Figure 1. Sizing map (run 1).
The bar under the picture is 20 um long.
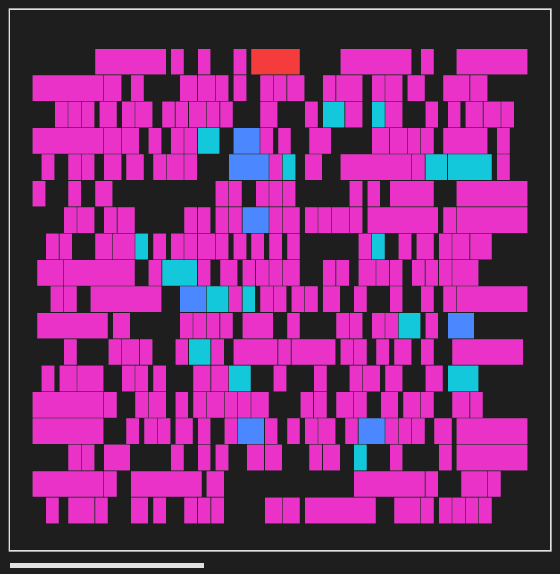
Figure 2. Metal 1 (run 1).
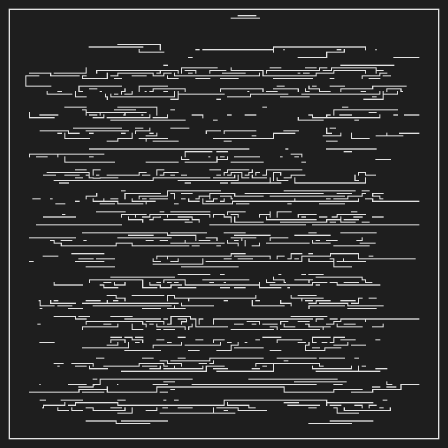
Figure 3. Wiring by layer (run 1).
Only two layers are drawn.
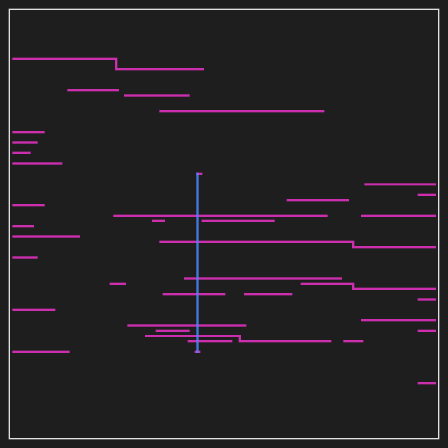
[config.mk]
export PLATFORM = sky130hd
export DESIGN_NAME = elevator_ctrl_n
export DESIGN_NICKNAME = d
export VERILOG_FILES = /design/src/rtl/elevator_ctrl_n.sv
export SDC_FILE = /design/constraint.sdc
export NUM_CORES = 1
export LEC_CHECK = 0
export ABC_AREA = 1
export CAP_MARGIN = 20
export CORE_MARGIN = 2
export CORE_UTILIZATION = 63
export CTS_CLUSTER_DIAMETER = 60
export DETAILED_ROUTE_END_ITERATION = 7
export DONT_BUFFER_PORTS = 1
export GPL_ROUTABILITY_DRIVEN = 0
export HOLD_SLACK_MARGIN = 0.15
export PLACE_DENSITY = 0.79
export SETUP_SLACK_MARGIN = 0.05
export SYNTH_ARGS = -nofsm -noshare
export SYNTH_HDL_FRONTEND = slang
export SYNTH_SLANG_ARGS = --single-unit
[constraint.sdc]
create_clock -name clk -period 2.75 [get_ports clk]
set_input_delay 0.55 -clock clk [delete_from_list [all_inputs] [get_ports clk]]
set_output_delay 0.55 -clock clk [all_outputs]
set_load 0.01 [all_outputs]
[src/rtl/elevator_ctrl_n.sv]
// Single-car SCAN elevator controller: call latching, dispatch, door sequencing.
// Optional idle parking to floor 0 is enabled by defining PARK_EN.
//
// state     | meaning
// ----------+-----------------------------------------------------------
// S_IDLE    | doors closed, motor stopped, choosing the next call
// S_MOVE    | motor running in dir, counting floor_pulse landings
// S_ARRIVE  | one-cycle stop: chime, clear served lamps
// S_OPENING | door actuator opening until door_is_open
// S_HOLD    | doors open, hold timer counting down
// S_CLOSING | door actuator closing until door_is_closed
module elevator_ctrl_n #(
    parameter int FLOORS     = 4,
    parameter int FLOOR_W    = 2,
    parameter int DOOR_TICKS = 8,
    parameter int PARK_TICKS = 64
) (
    input  logic               clk,
    input  logic               rst,
    input  logic [FLOORS-1:0]  hall_up,
    input  logic [FLOORS-1:0]  hall_dn,
    input  logic [FLOORS-1:0]  car_call,
    input  logic               door_open_btn,
    input  logic               door_close_btn,
    input  logic               floor_pulse,
    input  logic               door_is_open,
    input  logic               door_is_closed,
    input  logic               door_obstruct,
    output logic [FLOORS-1:0]  lamp_up,
    output logic [FLOORS-1:0]  lamp_dn,
    output logic [FLOORS-1:0]  lamp_car,
    output logic [FLOOR_W-1:0] floor,
    output logic               dir,
    output logic [1:0]         motor,
    output logic [1:0]         door_cmd,
    output logic [1:0]         chime
);

    localparam int TIMER_W = $clog2(DOOR_TICKS + 1);
    localparam logic [FLOOR_W-1:0] TOP_FLOOR = FLOOR_W'(FLOORS - 1);
    localparam logic [TIMER_W-1:0] HOLD_LOAD = TIMER_W'(DOOR_TICKS);
    localparam logic [FLOORS-1:0]  UP_MASK   = {1'b0, {(FLOORS-1){1'b1}}};
    localparam logic [FLOORS-1:0]  DN_MASK   = {{(FLOORS-1){1'b1}}, 1'b0};

    if (FLOOR_W != $clog2(FLOORS) || FLOORS < 2 || DOOR_TICKS < 1 || PARK_TICKS < 1) begin : g_bad_param
        $error("elevator_ctrl_n: inconsistent parameters");
    end

    typedef enum logic [2:0] {
        S_IDLE, S_MOVE, S_ARRIVE, S_OPENING, S_HOLD, S_CLOSING
    } state_t;

    state_t              state_q, state_d;
    logic [FLOOR_W-1:0]  floor_q, floor_d, next_floor;
    logic                dir_q, dir_d;
    logic [TIMER_W-1:0]  timer_q, timer_d;
    logic [FLOORS-1:0]   lamp_up_q, lamp_dn_q, lamp_car_q;
    logic [FLOORS-1:0]   lamp_up_d, lamp_dn_d, lamp_car_d;
    logic [FLOORS-1:0]   park_call, car_eff, calls, here_bit, clr_bit;
    logic [FLOORS-1:0]   up_press, dn_press;
    logic                serving, press_here, at_end;
    logic                ahead, behind, here, dir_here;
    logic                nf_ahead, nf_dir, nf_opp;

    function automatic logic any_above(input logic [FLOORS-1:0] m, input logic [FLOOR_W-1:0] f);
        logic [FLOORS-1:0] sel;
        sel = ({FLOORS{1'b1}} << f) << 1;
        return |(m & sel);
    endfunction

    function automatic logic any_below(input logic [FLOORS-1:0] m, input logic [FLOOR_W-1:0] f);
        logic [FLOORS-1:0] sel;
        sel = ~({FLOORS{1'b1}} << f);
        return |(m & sel);
    endfunction

    assign up_press = hall_up & UP_MASK;
    assign dn_press = hall_dn & DN_MASK;
    assign car_eff  = lamp_car_q | park_call;
    assign calls    = lamp_up_q | lamp_dn_q | car_eff;
    assign here_bit = FLOORS'(1) << floor_q;

    // Calls at the landing are served while stopped there with doors in use.
    assign serving    = (state_q == S_ARRIVE) || (state_q == S_OPENING) || (state_q == S_HOLD);
    assign clr_bit    = serving ? here_bit : '0;
    assign press_here = |(here_bit & (car_call | (dir_q ? up_press : dn_press)));

    assign lamp_car_d = (lamp_car_q | car_call) & ~clr_bit;
    assign lamp_up_d  = (lamp_up_q | up_press) & ~(dir_q ? clr_bit : '0);
    assign lamp_dn_d  = (lamp_dn_q | dn_press) & ~(dir_q ? '0 : clr_bit);

`ifdef PARK_EN
    localparam int PARK_W = $clog2(PARK_TICKS + 1);
    logic [PARK_W-1:0] park_cnt_q;
    logic              park_req_q;

    always_ff @(posedge clk) begin
        if (rst) begin
            park_cnt_q <= '0;
            park_req_q <= 1'b0;
        end else if (|(lamp_up_q | lamp_dn_q | lamp_car_q)) begin
            park_cnt_q <= '0;
            park_req_q <= 1'b0;
        end else if (state_q == S_ARRIVE && floor_q == '0) begin
            park_req_q <= 1'b0;
        end else if (state_q != S_IDLE) begin
            park_cnt_q <= '0;
        end else if (!park_req_q && floor_q != '0) begin
            if (park_cnt_q == PARK_W'(PARK_TICKS - 1)) begin
                park_req_q <= 1'b1;
                park_cnt_q <= '0;
            end else begin
                park_cnt_q <= park_cnt_q + 1'b1;
            end
        end
    end

    assign park_call = {{(FLOORS-1){1'b0}}, park_req_q};
`else
    assign park_call = '0;
`endif

    always_comb begin
        state_d    = state_q;
        floor_d    = floor_q;
        dir_d      = dir_q;
        timer_d    = timer_q;
        at_end     = dir_q ? (floor_q == TOP_FLOOR) : (floor_q == '0);
        ahead      = dir_q ? any_above(calls, floor_q) : any_below(calls, floor_q);
        behind     = dir_q ? any_below(calls, floor_q) : any_above(calls, floor_q);
        here       = |(calls & here_bit);
        dir_here   = |((dir_q ? lamp_up_q : lamp_dn_q) & here_bit);
        next_floor = dir_q ? floor_q + 1'b1 : floor_q - 1'b1;
        nf_ahead   = dir_q ? any_above(calls, next_floor) : any_below(calls, next_floor);
        nf_dir     = dir_q ? lamp_up_q[next_floor] : lamp_dn_q[next_floor];
        nf_opp     = dir_q ? lamp_dn_q[next_floor] : lamp_up_q[next_floor];

        case (state_q)
            S_IDLE: begin
                if (here) begin
                    state_d = S_OPENING;
                    // Only an opposite hall call is waiting here: turn round to serve it.
                    if (!dir_here && !(|(car_eff & here_bit)))
                        dir_d = ~dir_q;
                end else if (ahead) begin
                    state_d = S_MOVE;
                end else if (behind) begin
                    dir_d   = ~dir_q;
                    state_d = S_MOVE;
                end
            end
            S_MOVE: begin
                if (floor_pulse && !at_end) begin
                    floor_d = next_floor;
                    if (car_eff[next_floor] || nf_dir || !nf_ahead)
                        state_d = S_ARRIVE;
                    if (!nf_ahead && !nf_dir && nf_opp)
                        dir_d = ~dir_q;
                end
            end
            S_ARRIVE: state_d = S_OPENING;
            S_OPENING: begin
                if (door_is_open) begin
                    state_d = S_HOLD;
                    timer_d = HOLD_LOAD;
                end
            end
            S_HOLD: begin
                if (door_open_btn || door_obstruct || press_here) begin
                    timer_d = HOLD_LOAD;
                end else if (door_close_btn || timer_q <= TIMER_W'(1)) begin
                    state_d = S_CLOSING;
                    timer_d = '0;
                end else begin
                    timer_d = timer_q - 1'b1;
                end
            end
            S_CLOSING: begin
                if (door_obstruct || door_open_btn)
                    state_d = S_OPENING;
                else if (door_is_closed)
                    state_d = S_IDLE;
            end
            default: state_d = S_IDLE;
        endcase
    end

    always_ff @(posedge clk) begin
        if (rst) begin
            state_q    <= S_IDLE;
            floor_q    <= '0;
            dir_q      <= 1'b1;
            timer_q    <= '0;
            lamp_up_q  <= '0;
            lamp_dn_q  <= '0;
            lamp_car_q <= '0;
        end else begin
            state_q    <= state_d;
            floor_q    <= floor_d;
            dir_q      <= dir_d;
            timer_q    <= timer_d;
            lamp_up_q  <= lamp_up_d;
            lamp_dn_q  <= lamp_dn_d;
            lamp_car_q <= lamp_car_d;
        end
    end

    assign lamp_up  = lamp_up_q;
    assign lamp_dn  = lamp_dn_q;
    assign lamp_car = lamp_car_q;
    assign floor    = floor_q;
    assign dir      = dir_q;
    assign motor    = (state_q == S_MOVE) ? (dir_q ? 2'b01 : 2'b10) : 2'b00;
    assign door_cmd = (state_q == S_OPENING) ? 2'b01 :
                      (state_q == S_CLOSING) ? 2'b10 : 2'b00;
    assign chime    = (state_q == S_ARRIVE) ? (dir_q ? 2'b01 : 2'b10) : 2'b00;

endmodule
==> flow_summary.json, run 1 <==
{
  "logic_area_sq_mm": 0.00103,
  "grt_start_max_net_pins": 22,
  "path_cells": "buf_4 > inv_2 > nor2_1",
  "register_area_sq_um": 440,
  "drv_cap": 0,
  "slowest_delay_ps": 380,
  "drtAntennaViolNets": 0,
  "total_power_mw": 1.51,
  "path_delay_family": "buffers and inverters",
  "cts_buffers": 3,
  "num-fill-cells": 252,
  "first_iter_violations": 64,
  "fin_crit_sh_pct": 72.8,
  "cts.repair.resized": 0,
  "num_rows": 18,
  "xor_area_share_pct": 0.521,
  "yosys_warnings": 0,
  "stdcell_count": 322,
  "die_y_um": 55.6,
  "initCoreUtil_pct": 67.2,
  "routed_wl_mm": 4.06,
  "hpwl_mm": 3.05,
  "fin_util_pct": 69.1,
  "top_cells_by_area": "dfxtp_1 26%, nand2_1 21%, inv_1 8.3%",
  "antenna_found_initial": 0,
  "report.final.slew_viol_count": 0,
  "cts_root_buf": "clkbuf_4",
  "area_growth_pct": 2.83,
  "common_cells": "95 x nand2_1, 37 x inv_1, 35 x nor2_1",
  "warnings": 31,
  "fin_skew_ps": 3.04,
  "clkTransAtPathRegs_ps": 130,
  "syn_area_sq_mm": 0.00168,
  "ff_type": "dfxtp_1",
  "numSynthFlops": 22,
  "syn_nets": 316,
  "grt_first_pass_wirelength_mm": 7.00,
  "drcViolationCount": 0,
  "port_buffers": 0,
  "power_leakage_nw": 0.890,
  "wl_per_cell_um": 12.6,
  "netlist_instances": 292,
  "worstSetupPathType": "flip-flop to output pin",
  "cts_sinks": 22,
  "cts_tree": "done",
  "path_max_fanout": 21,
  "dpl.cell_count": 318,
  "timing.fmax_mhz": 499,
  "finalHoldViolCount": 0,
  "antenna_cells": 0,
  "largest_area_cell": "dfxtp_1",
  "timing.setup.tns_ps": 0,
  "ys_sh_mux_pct": 0,
  "rsz0062_at_grt": "no",
  "startpoint_type": "flip-flop",
  "fp.dieW_um": 55.6,
  "clockBufferDepth": 2,
  "dieArea_sq_mm": 0.00310,
  "endpoint_kind": "output pin",
  "avgSynthCellArea_sq_um": 5.75,
  "ios": 41,
  "ys_sh_adder_pct": 2.98,
  "tightestPinTransition_ps": 611,
  "grt_pass1_vias": 1573,
  "ys_sh_aoi_pct": 14.7,
  "synth_cell_types": 29,
  "cts_hold_buf": 0,
  "setup_violations": 0,
  "crit_buf_inv": 2,
  "viasPerCell": 5.45,
  "ir_worst_vdd_mv": 0.621,
  "maxSlewHeadroom_pct": 59.2,
  "nets": 317,
  "ys_area_sq_mm": 0.00168,
  "edf_count": 0,
  "drive_gt1_share_pct": 8.22,
  "top_cell_area_share_pct": 26.2,
  "period_minus_slack_ps": 2000,
  "hold_path_class": "input port to flip-flop",
  "drt-pass1-iter-count": 4,
  "clock_latency_ps": 310,
  "post-cts-setup-buffers": 0,
  "grt-ovfl-total": 0,
  "holdWs_ps": 281,
  "ys_cells": 292,
  "crit_required_ps": 2200,
  "cp_slowest_cell": "dfxtp_1",
  "outcome": "finished clean",
  "async_reset_ff_share_pct": 0,
  "core_sq_mm": 0.00250,
  "yosys.stat.seqShare_pct": 26.2,
  "simple_gate_share_pct": 43.1,
  "netlist_logic_family_top": "simple AND/OR/NAND/NOR gates",
  "grt_usage_pct": 27.2,
  "p_per_area_mw_per_mm2": 876,
  "cts_htree_levels": 1,
  "vias": 1755,
  "timing.critical_path.arrival_ps": 1450,
  "synth.most_common_cell": "nand2_1"
}
-- Figure 1 (at the start) --
red -> x6 and larger  # cells 1, share 0.34%
blue -> x3 and x4  # cells 7, share 2.4%
magenta -> x1 and smaller  # cells 268, share 92%
cyan -> x2  # cells 16, share 5.5%

-- Figure 2 (at the start) --
longest straight run = 20.7 um
nets with wire on the layer = 288
share of all routed wire = 47%
wire length on this layer = 1890 um
main direction = horizontal

-- Figure 3 (at the start) --
blue -> M4  # wire length 23.1 um
magenta -> M3  # wire length 332 um

-- run 1: per-layer routing --
| metal | track usage, % | wire (um) |
|---|---|---|
| met5 | 0 | 0 |
| met4 | 7.32 | 23 |
| met3 | 5.58 | 332 |
| met2 | 42.2 | 1810 |
| met1 | 38.4 | 1890 |
-- run 1: worst paths after layout --
check	start	to	slack [ps]	cells past startpoint
max reg2reg	dir	state_q[1]	800	12
min	rst	lamp_up[3]	280	1
max	dir	motor[0]	750	3
min reg2reg	timer_q[3]	timer_q[3]	510	2
-- run 1: sequential cells by signal, summed over array words and instances, names as in the netlist --
register,flops
state_q,3
lamp_up,4
dir,1
lamp_car,4
lamp_dn,4
floor,2
timer_q,4
-- run 1: per-stage QoR --
step	area (sq um)	setup slack (ps)
2_1_floorplan	1680	622
5_1_grt	1730	613
6_report	1730	748
3_3_place_gp	1690	845
3_5_place_dp	1690	837
4_1_cts	1730	766
-- run 1: power breakdown --
group	internal, mW	switching (mW)
combinational	0.292	0.596
sequential	0.376	0.0641
clock	0.0810	0.105
total	0.748	0.765
-- run 1: layout by cell type (no fill, tap or decap) --
cell type / netlist / final
nor3_1: 5 / 5
inv_2: 6 / 6
clkbuf_8: 0 / 1
and2_1: 1 / 1
o22ai_2: 1 / 1
xnor2_1: 1 / 1
inv_1: 37 / 37
o21ai_2: 1 / 1
nand2_1: 95 / 95
nor2_2: 6 / 6
a21oi_1: 17 / 17
buf_4: 1 / 3
nor3_2: 1 / 1
nand4_1: 1 / 1
o211ai_1: 6 / 6
or2_1: 1 / 1
nand2_2: 1 / 1
dfxtp_1: 22 / 22
o21ai_1: 3 / 3
clkbuf_4: 0 / 3
nor2_1: 35 / 35
o21bai_1: 1 / 1
nand3_1: 24 / 24
nand3b_1: 1 / 1
a211oi_1: 1 / 1
o21ai_0: 13 / 13
ha_1: 4 / 4
nor2_4: 1 / 1
-- run 1: final cells by class --
type	count	area share (%)
multi-input combinational	220	59.6
sequential	22	25.5
inverter	43	9.34
tap	30	2.17
clock buffer	4	2.10
timing repair buffer	3	1.30
-- run 1: logic make-up after synthesis --
kind of cell             count (synthesis)
AND-OR/OR-AND                           43
XOR/XNOR                                 1
adder cells (fa/ha/maj)                  4
buffers and inverters                   50
flip-flops                              22
AND/OR/NAND/NOR                        172
--- run 2 (diff from run 1) ---
Settings changed: CORE_UTILIZATION 63 to 57, PLACE_DENSITY 0.79 to 0.75.
Clock period 2.75 ns to 1.6 ns, I/O delays scaled along.
==> flow_summary.json, run 2 <==
{
  "cts_root_buf": "clkbuf_4",
  "grt_usage_pct": 29.2,
  "cp_slowest_cell": "dfxtp_4",
  "yosys.stat.seqShare_pct": 26.2,
  "finalWorstSetupSlack_ps": -241,
  "wl_per_cell_um": 15.2,
  "path_cells": "xnor2_4 > ha_4 > inv_4 > nand3_2 > nand2_2 > nand2_1 > nand2_1 > nand2_1 > nor2_2 > nor2_4 > nand3_2 > nand2_1 > nor2_1",
  "min_from": "hall_up[2]",
  "tightestPinTransition_ps": 342,
  "num_rows": 19,
  "fin_crit_sh_pct": 115,
  "ys_area_sq_mm": 0.00168,
  "path_max_fanout": 6,
  "outcome": "complete, but fails checks",
  "first_iter_violations": 178,
  "setup_violations": 8,
  "slowest_delay_ps": 400,
  "hpwl_mm": 3.41,
  "ir_worst_vdd_mv": 1.47,
  "netlist_instances": 292,
  "cts_htree_levels": 1,
  "power_leakage_nw": 1.11,
  "synth_cell_types": 29,
  "p_per_area_mw_per_mm2": 1530,
  "top_cells_by_area": "dfxtp_1 26%, nand2_1 21%, inv_1 8.3%",
  "syn_nets": 316,
  "nets": 352,
  "r2r_setup_slack_ps": -240,
  "grt_pass1_vias": 1696,
  "crit_required_ps": 1840,
  "yosys_warnings": 0,
  "port_buffers": 0,
  "layout_top_cells": "88 x nand2_1, 32 x inv_1, 29 x nor2_1, 27 x buf_4, 18 x dfxtp_1",
  "avgSynthCellArea_sq_um": 5.75,
  "violations": "setup timing",
  "syn_area_sq_mm": 0.00168,
  "hold_path_class": "input port to flip-flop",
  "crit_buf_inv": 1,
  "ff_type": "dfxtp_1",
  "top_cell_area_share_pct": 26.2,
  "viasPerCell": 5.73,
  "common_cells": "95 x nand2_1, 37 x inv_1, 35 x nor2_1",
  "maxSlewHeadroom_pct": 77.2,
  "startpoint_type": "flip-flop",
  "fin_util_pct": 82.4,
  "initCoreUtil_pct": 60.4,
  "antenna_found_initial": 0,
  "min_delay_path_depth": 2,
  "timing.setup.tns_ps": -1080,
  "edf_count": 0,
  "antenna_cells": 0,
  "r2r_start": "dir",
  "rr_worst_depth": 13,
  "vias": 2050,
  "drcViolationCount": 0,
  "clock_latency_ps": 320,
  "rsz0062_at_grt": "yes",
  "grt_first_pass_wirelength_mm": 7.62,
  "grt_start_max_net_pins": 22,
  "drtAntennaViolNets": 0,
  "path_delay_family": "simple AND/OR/NAND/NOR gates",
  "worstSetupPathType": "flip-flop to flip-flop",
  "endpoint_kind": "flip-flop",
  "drv_cap": 0,
  "warnings": 33,
  "synth.most_common_cell": "nand2_1",
  "drive_gt1_share_pct": 30.3,
  "ys_cells": 292,
  "async_reset_ff_share_pct": 0,
  "clkTransAtPathRegs_ps": 130,
  "core_sq_mm": 0.00278
}
run 2: cell counts after synthesis:
No cell type changed its count.
run 2: how the worst max path moves through the flow:
stage	start	to	cells past startpoint	slack [ps]
final	dir	state_q[2]	13	-240
after global placement	floor[1]	state_q[1]	11	-260
after CTS	floor[1]	state_q[0]	12	-160
after detailed placement	floor[1]	state_q[2]	11	-340
after global routing	floor[1]	state_q[0]	12	-340
after floorplan	dir	state_q[0]	13	-390
run 2: metrics by stage:
step,hold WS [ps],instances,setup slack [ps]
finish,165,358,-241
CTS,159,352,-155
global route,168,358,-340
floorplan,392,292,-391
global placement,393,342,-260
detailed placement,396,342,-338
run 2: cell families after synthesis:
group	count (synthesis)	share of synthesized area, %
fa+ha+maj	4	2.98
xor+xnor	1	0.521
buf+inv	50	12.5
compound gates	43	14.7
flops	22	26.2
simple gates	172	43.1
run 2: metal layers:
layer	up-vias	global-route usage, %	share of wire, %
met5	-	0	0
met4	0	8.97	1.7
met3	17	5.93	8.9
met2	111	49.1	50
met1	924	37.5	39
li1	998	-	-
run 2: power by group:
| group | switching (mW) | internal, mW | total (mW) |
|---|---|---|---|
| clock network | 0.185 | 0.140 | 0.324 |
| registers | 0.135 | 0.661 | 0.796 |
| logic | 1.44 | 0.944 | 2.39 |
| total | 1.76 | 1.74 | 3.51 |
run 2: final cells by class:
| type | instances | area (sq um) |
|---|---|---|
| Clock buffer | 4 | 36.3 |
| Fill cell | 189 | 489 |
| Inverter | 43 | 176 |
| Multi-Input combinational cell | 220 | 1240 |
| Sequential cell | 22 | 455 |
| Tap cell | 31 | 38.8 |
| Timing Repair Buffer | 38 | 342 |
run 2: what timing repair did:
action / in CTS / in global routing
endpoints found under the hold margin: 7 / 0
hold buffers: 6 / 0
pin swaps: 4 / 13
setup buffers: 0 / 5
gates resized: 23 / 50
setup endpoints to repair: 19 / 23
cloned: 0 / 1
Figure 4. M4 wires (run 2).
The bar under the picture is 20 um long. Cells faint in the background.
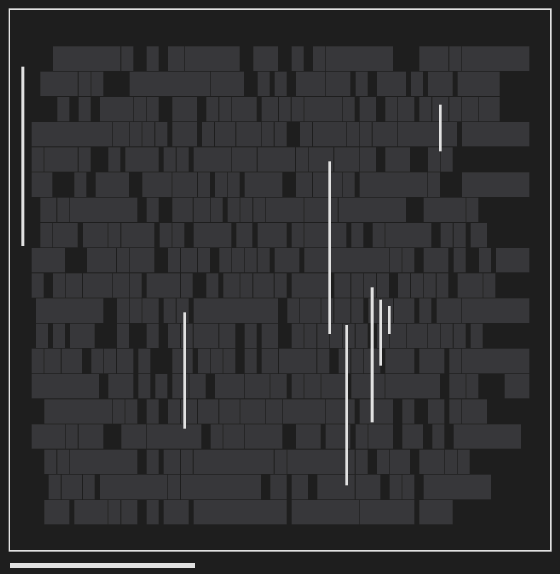
wire length on this layer = 95.2 um
share of all routed wire = 1.7%
longest straight run = 19.0 um
nets with wire on the layer = 8
main direction = vertical

Figure 5. Sizing map (run 2).
The bar under the picture is 20 um long.
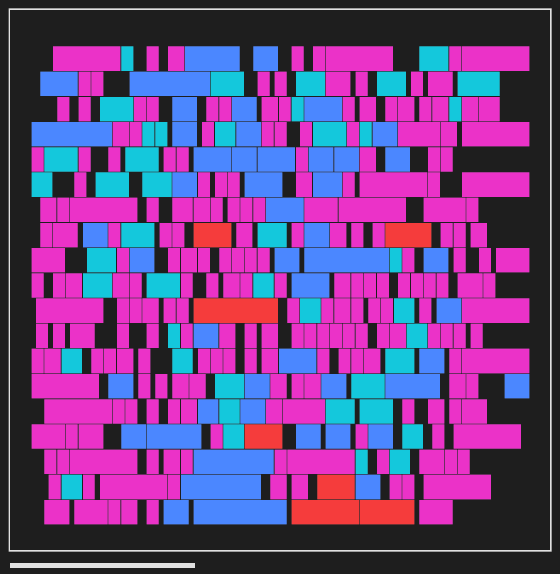
Final WS setup: -241 ps
final instance area: 0.00229 sq mm
number of non-clock buffers: 38
area delta synth->final: 36.4%

Figure 6. Clock wiring as the flow saved it (run 2).
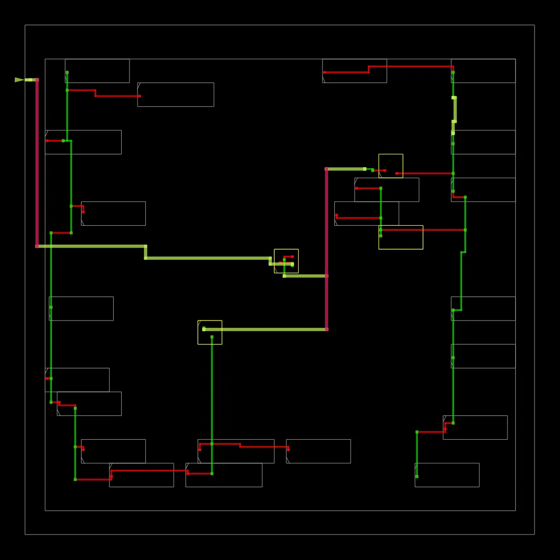
# clk buffers: 4
CTS Sinks: 22

--- run 3 (diff from run 2) ---
Settings changed: ABC_AREA 1 to default.
==> flow_summary.json, run 3 <==
{
  "num_rows": 19,
  "clockBufferDepth": 2,
  "grt_start_max_net_pins": 24,
  "async_reset_ff_share_pct": 0,
  "worst_endpoint": "dir$_SDFFE_PP1P_/D",
  "avgSynthCellArea_sq_um": 7.68,
  "yosys_warnings": 0,
  "largest_area_cell": "dfxtp_1",
  "top_cell_area_share_pct": 26.0,
  "top_cells_by_area": "dfxtp_1 26%, a211oi_1 6.6%, nor2_1 6.6%",
  "common_cells": "30 x nor2_1, 22 x dfxtp_1, 15 x a211oi_1",
  "ys_cells": 221,
  "fp.dieW_um": 58.6,
  "error_line": "[ERROR DPL-0038] Utilization greater than 100%, impossible to legalize",
  "die_y_um": 58.6,
  "syn_nets": 245,
  "cts_root_buf": "clkbuf_4",
  "ios": 41,
  "hpwl_mm": 4.31,
  "cts_htree_levels": 1,
  "synth.most_common_cell": "nor2_1",
  "synth_cell_types": 57,
  "haltStage": "global routing",
  "port_buffers": 0,
  "netlist_instances": 221,
  "ys_area_sq_mm": 0.00170,
  "syn_area_sq_mm": 0.00170,
  "ff_type": "dfxtp_1",
  "numSynthFlops": 22,
  "edf_count": 0,
  "outcome": "aborted with a tool error",
  "initCoreUtil_pct": 61.0,
  "cts_buffers": 3,
  "worst-endpoint-pin-kind": "register input",
  "yosys.stat.seqShare_pct": 26.0,
  "cts_sinks": 22
}
-- run 3: cell types whose count changed after synthesis, moves of 7 or more --
cell / before / now
nand2_1: 95 / 9
inv_1: 37 / 10
nand3_1: 24 / 4
a211oi_1: 1 / 15
o21ai_0: 13 / 2
clkbuf_1: 1 / 11
nor3_1: 5 / 14
a21oi_1: 17 / 10
nor2b_1: 0 / 7
-- run 3: cells by family after synthesis --
| logic type | Yosys count | share of synthesized area, % |
|---|---|---|
| simple gates | 104 | 32.9 |
| compound gates | 57 | 26.0 |
| buf+inv | 25 | 5.68 |
| flops | 22 | 26.0 |
| mux | 6 | 5.01 |
| fa+ha+maj | 4 | 2.95 |
| xor+xnor | 3 | 1.55 |
-- run 3: stage by stage --
step | std cells | utilization (%) | instance area [sq um] | hold WS, ps | worst slack (ps)
detailed placement | 297 | 78.3 | 2180 | 394 | -827
floorplan | 221 | - | 1790 | 479 | -952
global placement | 297 | 78.3 | 2180 | 391 | -787
CTS | 308 | 91.3 | 2540 | 40.2 | -784
-- run 3: what timing repair did --
action / in CTS
gates resized: 57
setup endpoints to repair: 26
buffers inserted: 5
hold endpoints to repair: 17
cloned: 2
pin swaps: 9
--- run 4 (diff from run 3) ---
Settings changed: CORE_UTILIZATION 57 to 40, CTS_CLUSTER_DIAMETER 60 to default, HOLD_SLACK_MARGIN 0.15 to default, PLACE_DENSITY 0.75 to default, PLACE_DENSITY_LB_ADDON from default to 0.15, SETUP_SLACK_MARGIN 0.05 to default.
Clock period 1.6 ns to 2.1 ns, I/O delays scaled along.
==> flow_summary.json, run 4 <==
{
  "fp.dieW_um": 69.1,
  "violations": "setup timing",
  "avgSynthCellArea_sq_um": 7.68,
  "ff_type": "dfxtp_1",
  "port_buffers": 0,
  "area_growth_pct": 33.3,
  "rsz0062_at_grt": "yes",
  "maxSlewHeadroom_pct": 66.3,
  "grt_first_pass_wirelength_mm": 9.23,
  "final_common_cell": "buf_4",
  "path_delay_family": "simple AND/OR/NAND/NOR gates",
  "holdWs_ps": 206,
  "edf_count": 0,
  "slowest_delay_ps": 480,
  "cp_slowest_cell": "mux4_2",
  "r2r_setup_slack_ps": -240,
  "timing.critical_path.arrival_ps": 2560,
  "top_layer": "met4",
  "first_iter_violations": 138,
  "power_leakage_nw": 0.886,
  "finalWorstSetupSlack_ps": -243,
  "nets": 279,
  "netlist_instances": 221,
  "crit_required_ps": 2310,
  "clkTransAtPathRegs_ps": 90,
  "ys_sh_aoi_pct": 26.0,
  "cts_sinks": 22,
  "path_cells": "or3_4 > mux4_2 > or4_4 > buf_6 > a311oi_2 > a2111o_1 > o31a_1",
  "wl_met1_mm": 2.42,
  "layout_top_cells": "40 x buf_4, 30 x nor2_1, 20 x dfxtp_1, 14 x nor3_1",
  "drv_cap": 0,
  "ys_cells": 221,
  "cts_hold_buf": 0,
  "common_cells": "30 x nor2_1, 22 x dfxtp_1, 15 x a211oi_1",
  "ir_worst_vdd_mv": 0.468,
  "numSynthFlops": 22,
  "grt_start_max_net_pins": 27,
  "hpwl_mm": 4.16,
  "tightestPinTransition_ps": 506,
  "warnings": 33,
  "hold_path_class": "input port to flip-flop",
  "endpoint_kind": "flip-flop",
  "outcome": "complete, but fails checks",
  "syn_area_sq_mm": 0.00170,
  "finalHoldViolCount": 0,
  "netlist_logic_family_top": "simple AND/OR/NAND/NOR gates",
  "async_reset_ff_share_pct": 0,
  "cts_htree_levels": 1,
  "xor_area_share_pct": 1.55,
  "grt_usage_pct": 23.6,
  "clockBufferDepth": 2,
  "fin_crit_sh_pct": 112,
  "synth_cell_types": 57,
  "dr_wl_met3_um": 420,
  "wl_met2_mm": 2.61,
  "ios": 41,
  "setup_violations": 4,
  "antenna_found_initial": 0,
  "ys_area_sq_mm": 0.00170,
  "top_cell_area_share_pct": 26.0,
  "die_y_um": 69.1,
  "placed_area_sq_mm": 0.00205,
  "p_per_area_mw_per_mm2": 1250,
  "synth.most_common_cell": "nor2_1"
}
==> run 4: cell counts after synthesis <==
No cell type changed its count.
==> run 4: path summary, 6_finish.rpt <==
| path | from | endpoint | cells past startpoint |
|---|---|---|---|
| worst max-delay path | lamp_dn[1] | dir | 7 |
| worst min-delay path | rst | floor[1] | 1 |
| worst max register to register | lamp_dn[1] | dir | 7 |
| worst min register to register | timer_q[3] | timer_q[3] | 2 |
==> run 4: area by class of cell <==
| type | count | area, sq um |
|---|---|---|
| clock buffers | 4 | 66.3 |
| multi-input cells | 174 | 1300 |
| flip-flops and latches | 22 | 448 |
| fillers | 398 | 1770 |
| inverters | 11 | 41.3 |
| well taps | 50 | 62.6 |
| repair buffers | 43 | 343 |
==> run 4: per-layer routing <==
layer / vias up / GRT usage [%]
met2: 81 / 38.0
li1: 904 / -
met4: 0 / 9.59
met3: 13 / 5.12
met5: - / 0
met1: 917 / 30.5
==> run 4: kinds of logic (layout without fill, tap and decap cells) <==
group                      Yosys count  count (layout)
AOI/OAI and AO/OA                   57              57
DFF                                 22              22
buffers and inverters               25              58
xor gates and xnor gates             3               3
and+or+nand+nor                    104             104
adders and majority gates            4               4
muxes                                6               6
==> run 4: timing repair <==
| item | CTS | global route |
|---|---|---|
| endpoints found under the setup margin | 4 | 5 |
| pin swaps | 5 | 9 |
| buffers inserted | 1 | 2 |
| resized | 11 | 10 |
==> run 4: per-stage QoR <==
| stage | cells | total power, mW | util [%] | worst slack (ps) | setup TNS (ps) |
|---|---|---|---|---|---|
| finish | 304 | 2.83 | 56.1 | -243 | -856 |
| global route | 304 | 3.01 | 56.1 | -288 | -1110 |
| CTS | 302 | 2.70 | 54.4 | -242 | -855 |
| detailed placement | 297 | 2.20 | 50.9 | -284 | -1110 |
| global placement | 297 | 2.15 | 50.9 | -280 | -953 |
| floorplan | 221 | 1.71 | - | -458 | -1740 |
==> run 4: power by group <==
group / internal, mW / leakage (nW) / switching, mW
Sequential: 0.496 / 0.182 / 0.0705
Combinational: 0.928 / 0.670 / 0.975
Clock: 0.207 / 0.0339 / 0.157
==> run 4: worst register-to-register path, cell delays in order, from the launching register on <==
cell and delay, ps:
dfxtp_1 320, or3_4 400, mux4_2 480, or4_4 470, buf_6 150, a311oi_2 200
a2111o_1 150, o31a_1 130
Figure 7. Clock wiring as the flow saved it (run 4).
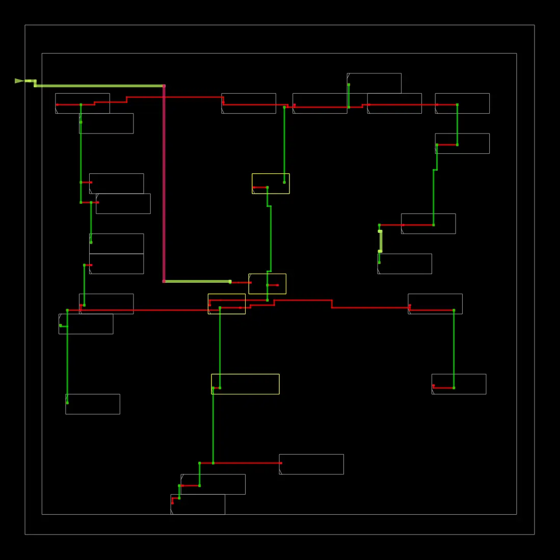
clock skew: 4.50 ps
flop count: 22
Late-Pin Clk Latency: 270 ps
CTS buffer count: 3

Figure 8. Wiring by layer (run 4).
Only two layers are drawn.
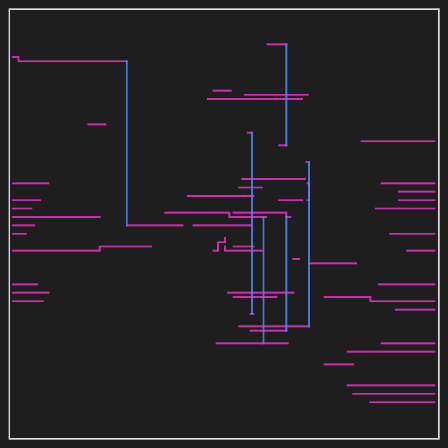
blue -> M4  # wire length 137 um
magenta -> M3  # wire length 420 um

Figure 9. Metal 1 (run 4).
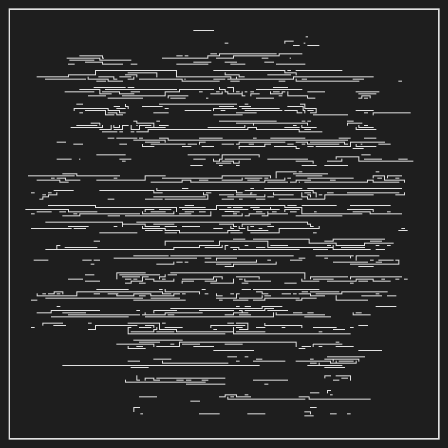
main direction = horizontal
share of all routed wire = 43%
wire length on this layer = 2420 um
longest straight run = 31.7 um
nets with wire on the layer = 260


==> screenshots <==
M2 wires.
Cells faint in the background.
shot_01.png
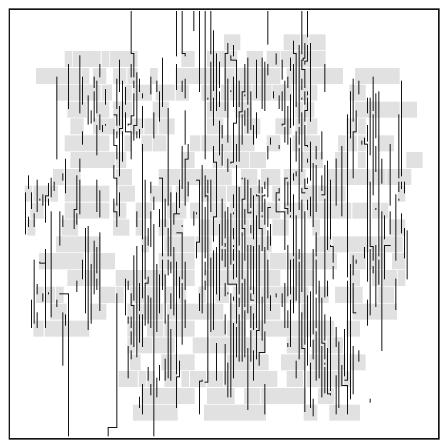
shot_02.png
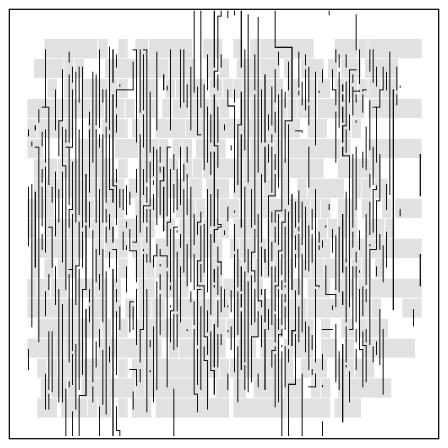
run 4 -> shot_01.png
run 2 -> shot_02.png

Key to shot_02.png:
longest straight run = 29.9 um
wire length on this layer = 2730 um

Power and IR drop assume default switching activity.
